File: config.mk
export PLATFORM = sky130hd
export DESIGN_NAME = aes_block_gather_flat
export DESIGN_NICKNAME = d
export VERILOG_FILES = /design/src/rtl/aes_block_gather_pkg.sv /design/src/rtl/aes_block_gather_if.sv /design/src/rtl/aes_block_gather.sv /design/src/flat_wrapper.sv
export SDC_FILE = /design/constraint.sdc
export NUM_CORES = 1
export LEC_CHECK = 0
export CORE_MARGIN = 2
export CORE_UTILIZATION = 49
export DETAILED_ROUTE_END_ITERATION = 16
export PLACE_DENSITY = 0.76
export SETUP_SLACK_MARGIN = 0.05
export SYNTH_ARGS = -nofsm -noshare
export SYNTH_HDL_FRONTEND = slang
export SYNTH_SLANG_ARGS = --single-unit
File: constraint.sdc
create_clock -name clk -period 1.6 [get_ports clk]
set_input_delay 0.32 -clock clk [delete_from_list [all_inputs] [get_ports clk]]
set_output_delay 0.32 -clock clk [all_outputs]
set_load 0.02 [all_outputs]
File: src/rtl/aes_block_gather_pkg.sv
// Shared constants for the AES input datapath (gather, byte-order, cipher stages).
package aes_block_gather_pkg;

    localparam int NB     = 128;
    localparam int BYTE   = 8;
    localparam int NBYTES = NB / BYTE;
    localparam int CNT_W  = 4;

    // The assembly register keeps every byte but the last; the last one
    // goes straight from in_byte into the holding register.
    localparam int ASM_W = NB - BYTE;

    localparam logic [CNT_W-1:0] LAST_SLOT = CNT_W'(NBYTES - 1);

    typedef logic [NB-1:0]   block_t;
    typedef logic [BYTE-1:0] byte_t;
    typedef logic [CNT_W-1:0] cnt_t;

endpackage

File: src/rtl/aes_block_gather_if.sv
// Byte-in / block-out handshake bundle of the AES block gatherer.
interface aes_block_gather_if;
    import aes_block_gather_pkg::*;

    byte_t  in_byte;
    logic   in_valid;
    logic   in_ready;
    logic   clear;
    block_t out_block;
    logic   out_valid;
    logic   out_ready;
    cnt_t   byte_cnt;

    // master: upstream byte source plus downstream consumer.
    modport master (
        output in_byte, in_valid, clear, out_ready,
        input  in_ready, out_block, out_valid, byte_cnt
    );

    // slave: the gatherer itself.
    modport slave (
        input  in_byte, in_valid, clear, out_ready,
        output in_ready, out_block, out_valid, byte_cnt
    );

endinterface

File: src/rtl/aes_block_gather.sv
// Packs 16 input bytes (first byte most significant) into one 128-bit block,
// with a single holding register so the next block can fill while this one waits.
module aes_block_gather
    import aes_block_gather_pkg::*;
(
    input  logic            clk,
    input  logic            rst_n,
    aes_block_gather_if.slave bus
);

    cnt_t             cnt_q;
    logic [ASM_W-1:0] asm_w;
    block_t           block_q;
    logic             valid_q;

    logic last_slot;
    logic in_ready;
    logic accept;
    logic complete;
    logic xfer;

    assign last_slot = (cnt_q == LAST_SLOT);

    // NOTE: in_ready is built from registered state and clear only, so no
    // combinational path runs from out_ready back to the upstream source.
    assign in_ready = !bus.clear && !(last_slot && valid_q);
    assign accept   = bus.in_valid && in_ready;
    assign complete = accept && last_slot;
    assign xfer     = valid_q && bus.out_ready;

    // Each slot owns its own register; slot k sits at the k-th byte from the top.
    for (genvar g = 0; g < NBYTES - 1; g++) begin : g_slot
        byte_t slot_q;

        // NOTE: the slots are reset too, so a dropped block can never leak
        // stale bytes into a later one, even through a don't-care path.
        always_ff @(posedge clk or negedge rst_n) begin
            if (!rst_n) begin
                slot_q <= '0;
            end else if (accept && (cnt_q == CNT_W'(g))) begin
                slot_q <= bus.in_byte;
            end
        end

        assign asm_w[ASM_W-1-BYTE*g -: BYTE] = slot_q;
    end

    // NOTE: all sequential state uses non-blocking assignments so every
    // register samples the pre-edge values of its neighbours.
    always_ff @(posedge clk or negedge rst_n) begin
        if (!rst_n) begin
            cnt_q <= '0;
        end else if (bus.clear) begin
            cnt_q <= '0;
        end else if (accept) begin
            cnt_q <= last_slot ? '0 : cnt_q + CNT_W'(1);
        end
    end

    // A completing accept and an output transfer are mutually exclusive,
    // because in_ready is low whenever both could be requested.
    always_ff @(posedge clk or negedge rst_n) begin
        if (!rst_n) begin
            block_q <= '0;
            valid_q <= 1'b0;
        end else if (complete) begin
            block_q <= {asm_w, bus.in_byte};
            valid_q <= 1'b1;
        end else if (xfer) begin
            valid_q <= 1'b0;
        end
    end

    assign bus.in_ready  = in_ready;
    assign bus.out_block = block_q;
    assign bus.out_valid = valid_q;
    assign bus.byte_cnt  = cnt_q;

endmodule

File: src/flat_wrapper.sv
// flat-port wrapper written by rule: the top's interface ports become plain ports
module aes_block_gather_flat import aes_block_gather_pkg::*;
  (clk, rst_n, bus_in_byte, bus_in_valid, bus_clear, bus_out_ready, bus_in_ready, bus_out_block, bus_out_valid, bus_byte_cnt);
  aes_block_gather_if bus_i ();
  input  logic clk;
  input  logic rst_n;
  input wire logic [$bits(bus_i.in_byte)-1:0] bus_in_byte;
  input wire logic [$bits(bus_i.in_valid)-1:0] bus_in_valid;
  input wire logic [$bits(bus_i.clear)-1:0] bus_clear;
  input wire logic [$bits(bus_i.out_ready)-1:0] bus_out_ready;
  output wire logic [$bits(bus_i.in_ready)-1:0] bus_in_ready;
  output wire logic [$bits(bus_i.out_block)-1:0] bus_out_block;
  output wire logic [$bits(bus_i.out_valid)-1:0] bus_out_valid;
  output wire logic [$bits(bus_i.byte_cnt)-1:0] bus_byte_cnt;
  assign bus_i.in_byte = bus_in_byte;
  assign bus_i.in_valid = bus_in_valid;
  assign bus_i.clear = bus_clear;
  assign bus_i.out_ready = bus_out_ready;
  assign bus_in_ready = bus_i.in_ready;
  assign bus_out_block = bus_i.out_block;
  assign bus_out_valid = bus_i.out_valid;
  assign bus_byte_cnt = bus_i.byte_cnt;
  aes_block_gather u_core (.clk(clk), .rst_n(rst_n), .bus(bus_i));
endmodule
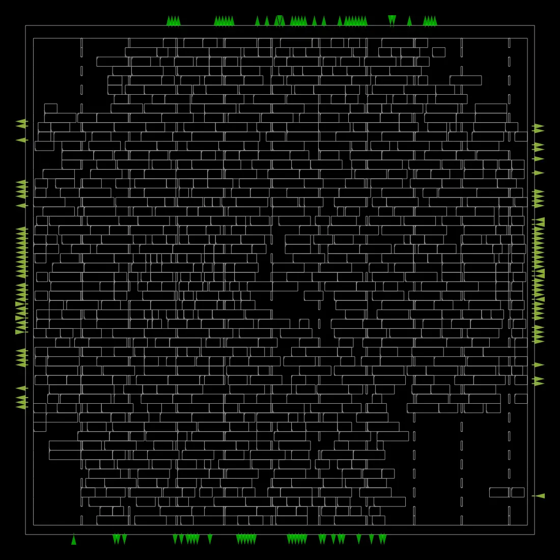
Fig. 1. Cell placement (run 1).
Rows: 52
final core utilization: 0.700
Seq area share: 0.446
Final Non-Filler Cells: 1,100
fill cell count: 1,282

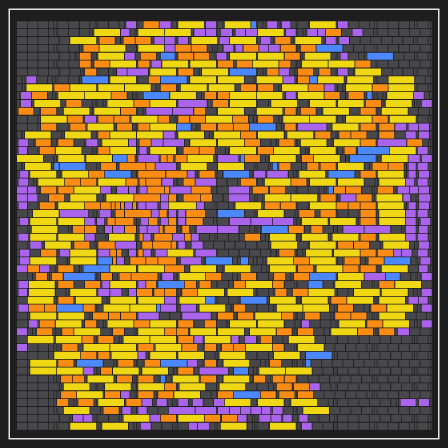
Fig. 2. Cell classes on the final placement (run 1).
Fill, decap, tap and diode cells in gray.
| color | class | cells | share of their area |
|---|---|---|---|
| purple | other buffers and delay cells | 229 | 19% |
| yellow | flip-flops | 253 | 46% |
| orange | all other logic | 302 | 29% |
| blue | clock drivers and dummy loads | 46 | 6.1% |

==> metrics.csv, run 1 <==
metric,value,unit
max_cap viols,0,
final setup fails,254,
final clock period utilization by the worst path,1.17,
initial DRC count,360,
die y size,148,µm
Placed Area,12500,µm²
CTS Sinks,253,
Fin Setup TNS,-37.66,ns
Skew-Pair Late Insertion Delay,0.51,ns
post-synth top area cell,dfrtp_1,
average wire per standard cell,22.8,µm
DR vias,5803,
max reg flops,128,
TritonCTS buffer count,25,
outcome,finished with violations,
largest net degree at the start of global routing,52,
metal3 WL,1.11,mm
Worst Setup SP,u_core.bus.out_valid,
Final Hold Violation Tally,0,
clock slew at reported path FFs,0.06,ns
Syn Area/Cell,17.4,µm²
gr busiest metal,met2,
R2R Path End,u_core.bus.out_block[97],
WL final,25.0,mm
fmax,533,MHz
# Cells Yosys,582,
chip width,148,µm
Sequential Power Share,0.502,
DR DRC count,0,
Psw,3.01,mW
Avg Vias per Cell,5.28,
Overflow after GRT,0,
first-pass GRT wire length,38.3,mm
highest-power group,registers,
Final WS setup,-0.275,ns
Cell Int Power,10.6,mW
buffering overhead,0.184,
clkbuf count,34,
fp_density,0.500,
Adder Area Share,0.00493,
Sw Ratio,0.221,
Overall Global Routing Usage,0.225,
yosys simple share,0.0280,
clk cell area share,0.0597,
Power Total,13.6,mW
"Critical Path, Cell by Cell",buf_4 > inv_1 > nand3_4 > buf_12 > buf_8 > clkbuf_16 > mux2_4,
leakage,7.35,nW
Gate Area,4050,µm²
GPL Wtd Cong,0.811,
number of diodes,0,
Area leader share,0.624,
P_seq,6.83,mW
crit-path max cell delay,0.45,ns
maximum vdd drop,0.782,mV
Final HPWL DP,14.4,mm
layout cell share with drive strength beyond 1,0.523,
fin crit period,1.88,ns
Log Warnings,32,
root buffer cell,clkbuf_16,
yosys aoi share,0.00654,
core area,20300,µm²
# IOs,147,
Register Area,6330,µm²
Port Buffer Count,146,
Comb group,0.812,mW
XOR/XNOR Fraction of Synth Area,0,
Combinational Gates,298,
placed cells,1022,
Logic pwr share,0.060,
Power Density,958,nW/µm²
Crit path required time,1.99,ns
clock share of power,0.438,
"Buffers, non-clock",229,
Top cells by area,"dfrtp_1 (62%), mux2_2 (16%), mux2_4 (15%), buf_6 (1.4%), ha_1 (0.49%)",
final hold slack,0.313,ns
YS chip area,10100,µm²
"Worst Path Class, Setup",reg -> reg,
dpl ws,-0.488,ns
met3 global-route usage,0.0373,
worst-path cell with the longest stage delay,dfrtp_1,
TritonCTS clock tree,done,
CTS Buffer Depth,3,
DRT antenna net count,0,
Synth Net Count,599,
Max-slew headroom,0.658,
Clock net power,5.96,mW
"Slew Viols, Final",0,
highest routed layer,met4,
met1 Usage GRT,0.315,
Critical R2R Launch,u_core.bus.out_valid,
Biggest Area Class,registers,
Pre-antenna DRT Iters,4,
Setup Skew,0.0127,ns
wl on met1,10.9,mm
failing checks,setup timing,
number of global-route vias before repair,6424,
Inverters,4,
CP Max Fanout,7,
Unique masters post-synth,34,
NumNets Final,828,
Worst EP arrival,2.27,ns
Synth flops,253,
H-tree lvl count,1,
comb area leader,multiplexers,
Finished Cell Area,14200,µm²
chip area,21900,µm²
Post-Synthesis Cells,582,
Startpoint Class,flop,
HP Class,in -> async,
GRT met2 Usage,0.373,
Mux area share,0.313,
crit end category,flop,
Tapcells,270,
register share after synthesis,0.624,
Detail Route met2 WL,12.5,mm
cell area after synthesis,10100,µm²
r2r setup slk,-0.28,ns
RSZ-0062 raised after global routing,yes,
R2R depth,7,
Syn. warnings,0,
endpoint of the worst setup timing path,u_core.bus.out_block[97],
logic share of the area,0.285,
initial antenna violation count,0,
Layout area overhead,40.0,%
Flop Count,253,
worst slew pin tran,0.511,ns
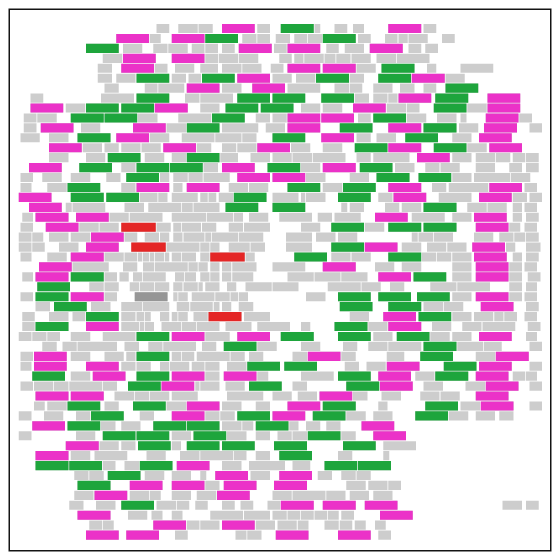
Fig. 3. Sequential cells grouped by signal name (run 1).
Other sequential cells in the stronger gray, the rest of the logic in the fainter gray.
| color | name in the netlist | flops |
|---|---|---|
| red | `u_core.bus.byte_cnt` | 4 |
| magenta | `u_core.bus.out_block` | 128 |
| green | `u_core.g_slot.slot_q` | 120 |
not colored: 1

-- run 1: critical path: cells and delay by family (launching register included) --
kind / cells / cell delay (ns)
buf+inv: 5 / 0.84
flops: 1 / 0.45
mux: 1 / 0.29
simple gates: 1 / 0.17
-- run 1: cells in the final DEF, fill, tap and decap left out, drive strengths merged, types with 3 or more instances in the layout --
master / synthesis / layout
a21oi: 4 / 4
buf: 20 / 86
clkbuf: 8 / 37
clkdlybuf4s15: 0 / 103
clkdlybuf4s50: 0 / 11
clkinv: 0 / 7
dfrtp: 253 / 253
dlygate4sd2: 0 / 25
ha: 4 / 4
inv: 4 / 5
mux2: 248 / 248
nand2: 5 / 5
nand2b: 3 / 3
nand3: 6 / 7
nand3b: 5 / 5
nor2: 5 / 5
nor3b: 3 / 3
-- run 1: cells in the mapped netlist --
master and instances:
a211oi_1 1, a21boi_0 1, a21oi_1 4, and2_1 1, and3_1 1, and3_4 1
and4b_1 1, buf_2 4, buf_4 3, buf_6 13, clkbuf_1 8, dfrtp_1 253
ha_1 4, inv_1 4, mux2_1 2, mux2_2 146, mux2_4 100, mux2i_1 1
nand2_1 5, nand2b_1 3, nand3_1 3, nand3_2 3, nand3b_1 4, nand3b_4 1
nor2_1 1, nor2_2 4, nor2b_1 1, nor3_4 2, nor3b_2 1, nor3b_4 2
o21ai_0 1, o311ai_0 1, o32ai_1 1, o41ai_1 1
-- run 1: timing repair --
| item | in CTS | in global routing |
|---|---|---|
| endpoints found under the hold margin | 41 | 0 |
| setup buffers | 11 | 13 |
| gates cloned | 8 | 3 |
| resized | 357 | 46 |
| pin swaps | 8 | 6 |
| setup endpoints to repair | 377 | 349 |
| hold buffers | 1 | 0 |
==> run 1 -> run 2 <==
--- a/config.mk
+++ b/config.mk
@@ -8,6 +8,7 @@
 export CORE_MARGIN = 2
 export CORE_UTILIZATION = 49
 export DETAILED_ROUTE_END_ITERATION = 16
+export MAX_ROUTING_LAYER = met4
 export PLACE_DENSITY = 0.76
 export SETUP_SLACK_MARGIN = 0.05
 export SYNTH_ARGS = -nofsm -noshare
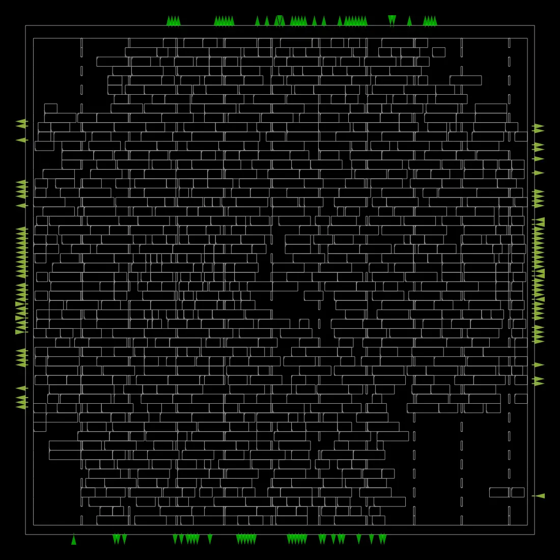
Fig. 4. Cell placement (run 2).
Flop Count: 253
Tapcells: 270
core area: 20,300 µm²

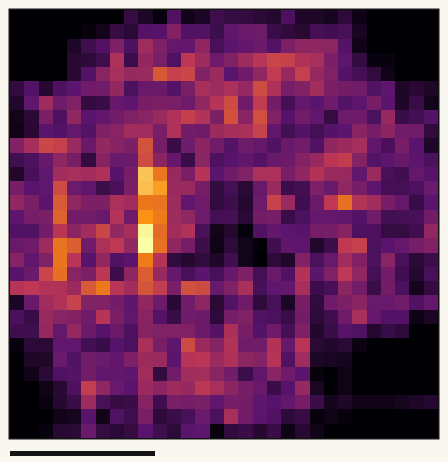
Fig. 5. Signal metal coverage by tile (run 2).
The bar under the picture is 50 µm long. The die is cut into 30 by 30 equal tiles; black is low, pale yellow is high, scaled to the fullest tile. Values are wire area over tile area, all layers added.
mean over tiles: 0.18
densest ninth of the die: middle left
tiles over half the peak: 6.2%
nearly empty tiles: 12%
emptiest ninth of the die: lower right

==> metrics.csv, run 2 <==
metric,value,unit
crit-path max cell delay,0.45,ns
Overall Global Routing Usage,0.232,
Commonest Layout Cell,dfrtp_1,
Final WS setup,-0.282,ns
Psw,3.01,mW
initial antenna violation count,0,
Adder Area Share,0.00493,
Log Warnings,32,
Overflow after GRT,0,
fill cell count,1282,
clock share of power,0.438,
Comb group,0.812,mW
Mux area share,0.313,
number of diodes,0,
post-synth top area cell,dfrtp_1,
XOR/XNOR Fraction of Synth Area,0,
CTS Buffer Depth,3,
Post-CTS Setup Repair Bufs,11,
Top Layout Cells,"dfrtp_1 (250), mux2_4 (177), clkdlybuf4s15_1 (82)",
Layout area overhead,40.0,%
WL final,25.0,mm
CTS Hold Bufs,1,
largest net degree at the start of global routing,52,
Post-Synthesis Cells,582,
worst-path cell with the longest stage delay,dfrtp_1,
Power Total,13.6,mW
"Largest delay share family, worst path",buffers and inverters,
fmax,531,MHz
GPL Wtd Cong,0.823,
Placed Area,12500,µm²
"Worst Path Class, Setup",reg -> reg,
Synth flops,253,
Syn Area/Cell,17.4,µm²
Pre-antenna DRT Iters,4,
Clock net power,5.96,mW
Port Buffer Count,146,
Post-CTS Resized,357,
die y size,148,µm
average wire per standard cell,22.8,µm
Top cells by area,"dfrtp_1 (62%), mux2_2 (16%), mux2_4 (15%), buf_6 (1.4%), ha_1 (0.49%)",
first-pass GRT wire length,38.2,mm
Final Hold Violation Tally,0,
"Slew Viols, Final",0,
Crit path required time,1.99,ns
Worst Path Buf+Inv,5,
P_seq,6.84,mW
DR DRC count,0,
CTS Sinks,253,
Sequential Power Share,0.502,
# Cells Yosys,582,
fp_density,0.500,
Max-slew headroom,0.670,
Logic pwr share,0.060,
worst slew pin tran,0.494,ns
highest-power group,registers,
"EDFF count, synth",0,
Cell Int Power,10.6,mW
clock slew at reported path FFs,0.06,ns
top post-synthesis cells by count,"dfrtp_1 (253), mux2_2 (146), mux2_4 (100)",
Area leader share,0.624,
"FFs w/ async S/R, synth",1.00,
cell area after synthesis,10100,µm²
chip width,148,µm
initial DRC count,329,
RSZ-0062 raised after global routing,yes,
NumNets Final,828,
Skew-Pair Late Insertion Delay,0.51,ns
Synth Net Count,599,
number of global-route vias before repair,6433,
failing checks,setup timing,
Worst EP arrival,2.28,ns
"Critical Path, Cell by Cell",buf_4 > inv_1 > nand3_4 > buf_12 > buf_8 > clkbuf_16 > mux2_4,
Setup Skew,0.0137,ns
final setup fails,254,
root buffer cell,clkbuf_16,
most common cell in the synthesized netlist,dfrtp_1,
chip area,21900,µm²
Sw Ratio,0.221,
# IOs,147,
"Top FF cell, synth",dfrtp_1,
Startpoint Class,flop,
Unique masters post-synth,34,
max_cap viols,0,
Finished Cell Area,14200,µm²
Rows,52,
Final HPWL DP,14.4,mm
register share after synthesis,0.624,
yosys aoi share,0.00654,
DRT antenna net count,0,
HP Class,in -> async,
fin crit period,1.88,ns
comb area leader,multiplexers,
Fin Setup TNS,-37.86,ns
DR vias,5790,
TritonCTS clock tree,done,
CP Max Fanout,7,
TritonCTS buffer count,25,
H-tree lvl count,1,
Avg Vias per Cell,5.26,
final clock period utilization by the worst path,1.18,
layout cell share with drive strength beyond 1,0.523,
yosys simple share,0.0280,
YS chip area,10100,µm²
max reg flops,128,
leakage,7.35,nW
Syn. warnings,0,
crit end category,flop,
outcome,finished with violations,
Power Density,958,nW/µm²
maximum vdd drop,0.784,mV
==> run 2: area by class of cell <==
type,instances,area [µm²],area share
flip-flops and latches,253,6330,0.446
repair buffers,229,2610,0.184
inverters,4,27.5,0.00194
multi-input cells,298,4050,0.285
well taps,270,338,0.0238
clock buffers,34,729,0.0514
clock inverters,12,119,0.00837
==> run 2: worst reg2reg max path: cells and delay by family, from the launching register on <==
kind | cells | cell delay [ns]
flops | 1 | 0.45
mux | 1 | 0.29
simple gates | 1 | 0.18
buf+inv | 5 | 0.84
==> run 2: final timing paths <==
| check | startpoint | end | slack (ns) | depth (start not counted) |
|---|---|---|---|---|
| min in group clk | bus_out_ready | u_core.bus.out_valid | 0.40 | 2 |
| worst max register to register | u_core.bus.out_valid | u_core.bus.out_block[97] | -0.28 | 7 |
| worst min-delay path | rst_n | u_core.bus.out_block[99] | 0.32 | 2 |
| worst max-delay path | u_core.bus.out_valid | u_core.bus.out_block[97] | -0.28 | 7 |
| worst min register to register | u_core.g_slot[13].slot_q[7] | u_core.bus.out_block[23] | 0.50 | 1 |
| max in group asynchronous | rst_n | u_core.g_slot[7].slot_q[7] | 0.69 | 3 |
==> run 2: through the flow <==
stage	cells	worst slack (ns)	util	hold slack, ns
finish	1100	-0.282	0.700	0.315
global route	1100	-0.319	0.700	0.332
CTS	1088	-0.301	0.686	0.319
detailed placement	1022	-0.488	0.614	0.256
global placement	1022	-0.418	0.614	0.253
floorplan	582	-0.161	-	0.0244
==> run 2: routing by layer <==
metal  global-route usage  part of all wire  vias to the layer above
li1                     -                 -                     2534
met1                0.314              0.43                     3053
met2                0.373              0.50                      170
met3               0.0414             0.051                       33
met4               0.0538             0.020                        0
met5                    -                 0                        -
Power is estimated from default activity; no workload was simulated.
